$ cat src/rtl/rom_stream_pkg.sv
// Shared types and helpers for the ROM stream reader slice.
// Holds the sequencer state encoding and a constant ceil-log2 helper.
package rom_stream_pkg;

    typedef enum logic [1:0] {
        IDLE  = 2'd0,
        ISSUE = 2'd1,
        DRAIN = 2'd2
    } state_e;

    function automatic int clog2(input int value);
        int result;
        int v;
        result = 0;
        v = value - 1;
        while (v > 0) begin
            result = result + 1;
            v = v >> 1;
        end
        return result;
    endfunction

endpackage

$ cat src/rtl/rom_stream_fifo.sv
// Small synchronous FIFO buffering ROM words (data plus last flag).
// Storage is reset so the read port shows zero after reset.
module rom_stream_fifo
    import rom_stream_pkg::*;
#(
    parameter int WIDTH = 10,
    parameter int DEPTH = 4
) (
    input  logic                    clk,
    input  logic                    rst_b,
    input  logic                    push_i,
    input  logic [WIDTH-1:0]        push_data_i,
    input  logic                    pop_i,
    output logic [WIDTH-1:0]        pop_data_o,
    output logic                    full_o,
    output logic                    empty_o,
    output logic [clog2(DEPTH):0]   count_o
);

    localparam int PW = clog2(DEPTH);

    logic [WIDTH-1:0] mem_q [DEPTH];
    logic [PW-1:0]    wr_ptr_q;
    logic [PW-1:0]    rd_ptr_q;
    logic [PW:0]      count_q;
    logic [PW:0]      count_d;
    logic             push_ok;
    logic             pop_ok;

    assign full_o     = (count_q == (PW+1)'(DEPTH));
    assign empty_o    = (count_q == '0);
    assign count_o    = count_q;
    assign pop_data_o = mem_q[rd_ptr_q];
    assign push_ok    = push_i && !full_o;
    assign pop_ok     = pop_i && !empty_o;

    always_comb begin
        count_d = count_q;
        case ({push_ok, pop_ok})
            2'b10:   count_d = count_q + (PW+1)'(1);
            2'b01:   count_d = count_q - (PW+1)'(1);
            default: count_d = count_q;
        endcase
    end

    // Pointers wrap naturally because DEPTH is a power of two.
    always_ff @(posedge clk or negedge rst_b) begin
        if (!rst_b) begin
            for (int i = 0; i < DEPTH; i++) begin
                mem_q[i] <= '0;
            end
            wr_ptr_q <= '0;
            rd_ptr_q <= '0;
            count_q  <= '0;
        end else begin
            if (push_ok) begin
                mem_q[wr_ptr_q] <= push_data_i;
                wr_ptr_q        <= wr_ptr_q + PW'(1);
            end
            if (pop_ok) begin
                rd_ptr_q <= rd_ptr_q + PW'(1);
            end
            count_q <= count_d;
        end
    end

endmodule

$ cat src/rtl/rom_stream_reader.sv
// Walks a ROM address window, buffers the returned words in a FIFO and
// streams them out on valid/ready with an end-of-burst marker.
module rom_stream_reader
    import rom_stream_pkg::*;
#(
    parameter int DATA_WIDTH = 9,
    parameter int ADDR_WIDTH = 4,
    parameter int ROM_DEPTH  = 16,
    parameter int FIFO_DEPTH = 4
) (
    input  logic                  clk,
    input  logic                  rst_b,
    input  logic                  start,
    input  logic [ADDR_WIDTH-1:0] start_addr,
    input  logic [ADDR_WIDTH:0]   length,
    output logic                  busy,
    output logic                  done,
    output logic                  rom_rd_en,
    output logic [ADDR_WIDTH-1:0] rom_addr,
    input  logic [DATA_WIDTH-1:0] rom_data,
    output logic                  out_valid,
    input  logic                  out_ready,
    output logic [DATA_WIDTH-1:0] out_data,
    output logic                  out_last
);

    localparam int CW = clog2(FIFO_DEPTH) + 1;

    state_e                state_q;
    logic [ADDR_WIDTH-1:0] addr_q;
    logic [ADDR_WIDTH-1:0] addr_d;
    logic [ADDR_WIDTH:0]   remaining_q;
    logic                  busy_q;
    logic                  done_q;
    logic                  inflight_q;
    logic                  inflight_last_q;

    logic                  fifo_full;
    logic                  fifo_empty;
    logic [CW-1:0]         fifo_count;
    logic [DATA_WIDTH:0]   fifo_rd_data;
    logic [CW:0]           credit_used;
    logic                  issue;
    logic                  pop;
    logic                  final_issue;

    // A read may issue only if its word is guaranteed a FIFO slot on arrival.
    assign credit_used = {1'b0, fifo_count} + {{CW{1'b0}}, inflight_q};
    assign issue       = (state_q == ISSUE) && !fifo_full &&
                         (credit_used < (CW+1)'(FIFO_DEPTH));
    assign final_issue = (remaining_q == (ADDR_WIDTH+1)'(1));
    assign addr_d      = (addr_q == ADDR_WIDTH'(ROM_DEPTH - 1)) ? '0
                                                                : addr_q + ADDR_WIDTH'(1);
    assign pop         = out_valid && out_ready;

    assign busy      = busy_q;
    assign done      = done_q;
    assign rom_rd_en = issue;
    assign rom_addr  = addr_q;
    assign out_valid = !fifo_empty;
    assign out_data  = fifo_rd_data[DATA_WIDTH-1:0];
    assign out_last  = fifo_rd_data[DATA_WIDTH] && !fifo_empty;

    always_ff @(posedge clk or negedge rst_b) begin
        if (!rst_b) begin
            state_q         <= IDLE;
            addr_q          <= '0;
            remaining_q     <= '0;
            busy_q          <= 1'b0;
            done_q          <= 1'b0;
            inflight_q      <= 1'b0;
            inflight_last_q <= 1'b0;
        end else begin
            done_q          <= 1'b0;
            inflight_q      <= issue;
            inflight_last_q <= issue && final_issue;
            case (state_q)
                IDLE: begin
                    if (start) begin
                        addr_q      <= start_addr;
                        remaining_q <= length;
                        if (length == '0) begin
                            done_q <= 1'b1;
                        end else begin
                            busy_q  <= 1'b1;
                            state_q <= ISSUE;
                        end
                    end
                end
                ISSUE: begin
                    if (issue) begin
                        addr_q      <= addr_d;
                        remaining_q <= remaining_q - (ADDR_WIDTH+1)'(1);
                        if (final_issue) begin
                            state_q <= DRAIN;
                        end
                    end
                end
                DRAIN: begin
                    if (pop && out_last) begin
                        done_q  <= 1'b1;
                        busy_q  <= 1'b0;
                        state_q <= IDLE;
                    end
                end
                default: state_q <= IDLE;
            endcase
        end
    end

    rom_stream_fifo #(
        .WIDTH (DATA_WIDTH + 1),
        .DEPTH (FIFO_DEPTH)
    ) u_fifo (
        .clk         (clk),
        .rst_b       (rst_b),
        .push_i      (inflight_q),
        .push_data_i ({inflight_last_q, rom_data}),
        .pop_i       (pop),
        .pop_data_o  (fifo_rd_data),
        .full_o      (fifo_full),
        .empty_o     (fifo_empty),
        .count_o     (fifo_count)
    );

endmodule

$ cat config.mk
export PLATFORM = sky130hd
export DESIGN_NAME = rom_stream_reader
export DESIGN_NICKNAME = d
export VERILOG_FILES = /design/src/rtl/rom_stream_pkg.sv /design/src/rtl/rom_stream_fifo.sv /design/src/rtl/rom_stream_reader.sv
export SDC_FILE = /design/constraint.sdc
export NUM_CORES = 1
export LEC_CHECK = 0
export ABC_AREA = 1
export CAP_MARGIN = 20
export CORE_AREA = 3 3 89 70
export DETAILED_ROUTE_END_ITERATION = 8
export DIE_AREA = 0 0 92 73
export GPL_ROUTABILITY_DRIVEN = 1
export GPL_TIMING_DRIVEN = 0
export PLACE_DENSITY_LB_ADDON = 0.08
export SKIP_CTS_REPAIR_TIMING = 1
export SYNTH_ARGS = -nofsm -noshare
export SYNTH_HDL_FRONTEND = slang
export SYNTH_SLANG_ARGS = --single-unit
$ cat constraint.sdc
create_clock -name clk -period 5.08 [get_ports clk]
set_input_delay 1.016 -clock clk [delete_from_list [all_inputs] [get_ports clk]]
set_output_delay 1.016 -clock clk [all_outputs]
set_load 0.02 [all_outputs]
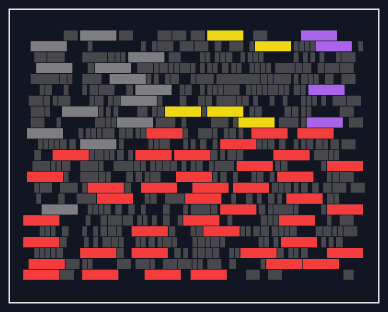
Fig. 1. Where the registers sit.
Drawn at 4 px/µm.
| color | signal | placed flops |
|---|---|---|
| yellow | `remaining_q` | 5 |
| red | `u_fifo.mem_q` | 40 |
| purple | `rom_addr` | 4 |
not colored: 13
sequential power: 0.877 mW
Reg area: 1550 µm²
Final Util: 71.7%
flop share of the area: 40.4%

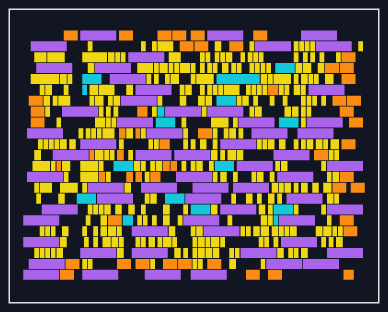
Fig. 2. Cell classes on the final placement.
Drawn at 4 px/µm.
| color | class | cells | share of their area |
|---|---|---|---|
| yellow | all other logic | 325 | 41% |
| purple | flip-flops | 62 | 41% |
| orange | other buffers and delay cells | 53 | 12% |
| cyan | clock drivers and dummy loads | 16 | 5.4% |
number of placement rows: 23
CORE AREA: 5350 µm²
fin area: 3840 µm²

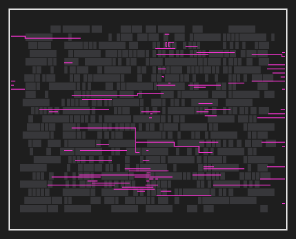
Fig. 3. M3 wires.
Drawn at 3 px/µm. Cells faint in the background.
longest straight run: 23.5 µm
wire length on this layer: 589 µm
main direction: horizontal
share of all routed wire: 7.2%
nets with wire on the layer: 54

==> flow_summary.json <==
{
  "maxSlewHeadroom_pct": 47.6,
  "slew_viol_final": 0,
  "cp_slowest_cell": "clkdlybuf4s50_1",
  "syn2layout_area_growth_pct": 21.6,
  "die_width_um": 92,
  "synth.logic.top_family": "simple AND/OR/NAND/NOR gates",
  "fp.dieH_um": 73,
  "critical_path.top_delay_family": "buffers and inverters",
  "yosys_most_used_dff": "dfrtp_1",
  "fin_worst_skew_ns": 0.00745,
  "grt_overflow_total": 0,
  "num_vias": 2945,
  "num_antenna_cells": 0,
  "outcome": "completed",
  "grt_usage_pct": 26.2,
  "crit_type": "flip-flop to output pin",
  "total_power_mw": 2.76,
  "ys_sh_xor_pct": 1.11,
  "cts.sinks": 62,
  "ctsRootBufferMaster": "clkbuf_8",
  "r2r-start": "u_fifo.count_o[1]$_DFFE_PN0P_",
  "combPwrFrac_pct": 52.2,
  "timing.final.crit_share_pct": 65.7,
  "rsz0062_at_grt": "no",
  "numCtsBuffers": 9,
  "stdcell_count": 531,
  "ant_nets": 0,
  "cp-end-kind": "output pin",
  "lay_top_count": "nand2_1",
  "clkPwrFrac_pct": 16.0,
  "timing.critical_path.from": "u_fifo.rd_ptr_q[0]$_DFFE_PN0P_",
  "ys_top_cells_by_count": "nand2_1 (146), dfrtp_1 (62), o21ai_0 (55), nor2_1 (33), inv_1 (22)",
  "power.switching_mw": 1.24,
  "syn_inst": 401,
  "dp_hpwl_um": 5420,
  "warnings": 30,
  "ys_sh_mux_pct": 0,
  "top_area_share_pct": 49.1,
  "edf_count": 0,
  "tns_ns": 0,
  "fp-utilization_pct": 59.0,
  "avgViaCountPerCell": 5.55,
  "setup_viol": 0,
  "avgSynthCellArea_um2": 7.87,
  "p_seq_share_pct": 31.8,
  "grt_pass1_vias": 2797,
  "fmax_ghz": 0.299
}
-- power groups by stage --
stage	logic, mW	registers, mW	clock network [mW]
after global routing	1.61	0.911	0.464
final	1.44	0.877	0.440
after floorplan	0.933	0.862	0
after detailed placement	1.43	0.881	0
after CTS	1.44	0.874	0.449
after global placement	1.38	0.871	0
-- per-layer routing --
metal / vias to the layer above / wire length, µm / track usage (%)
li1: 1396 / - / -
met1: 1402 / 3730 / 37.3
met2: 123 / 3620 / 40.1
met3: 24 / 588 / 6.08
met4: 0 / 174 / 8.73
met5: - / 0 / 0
-- cell type report --
cell class	count	share of cell area, %
plain buffers	14	1.99
clock buffers	13	4.14
clock inverters	3	1.11
inverters	25	2.44
multi-input cells	300	37.4
flip-flops and latches	62	40.4
well taps	75	2.44
repair buffers	39	10.1
Power and IR drop assume default switching activity.
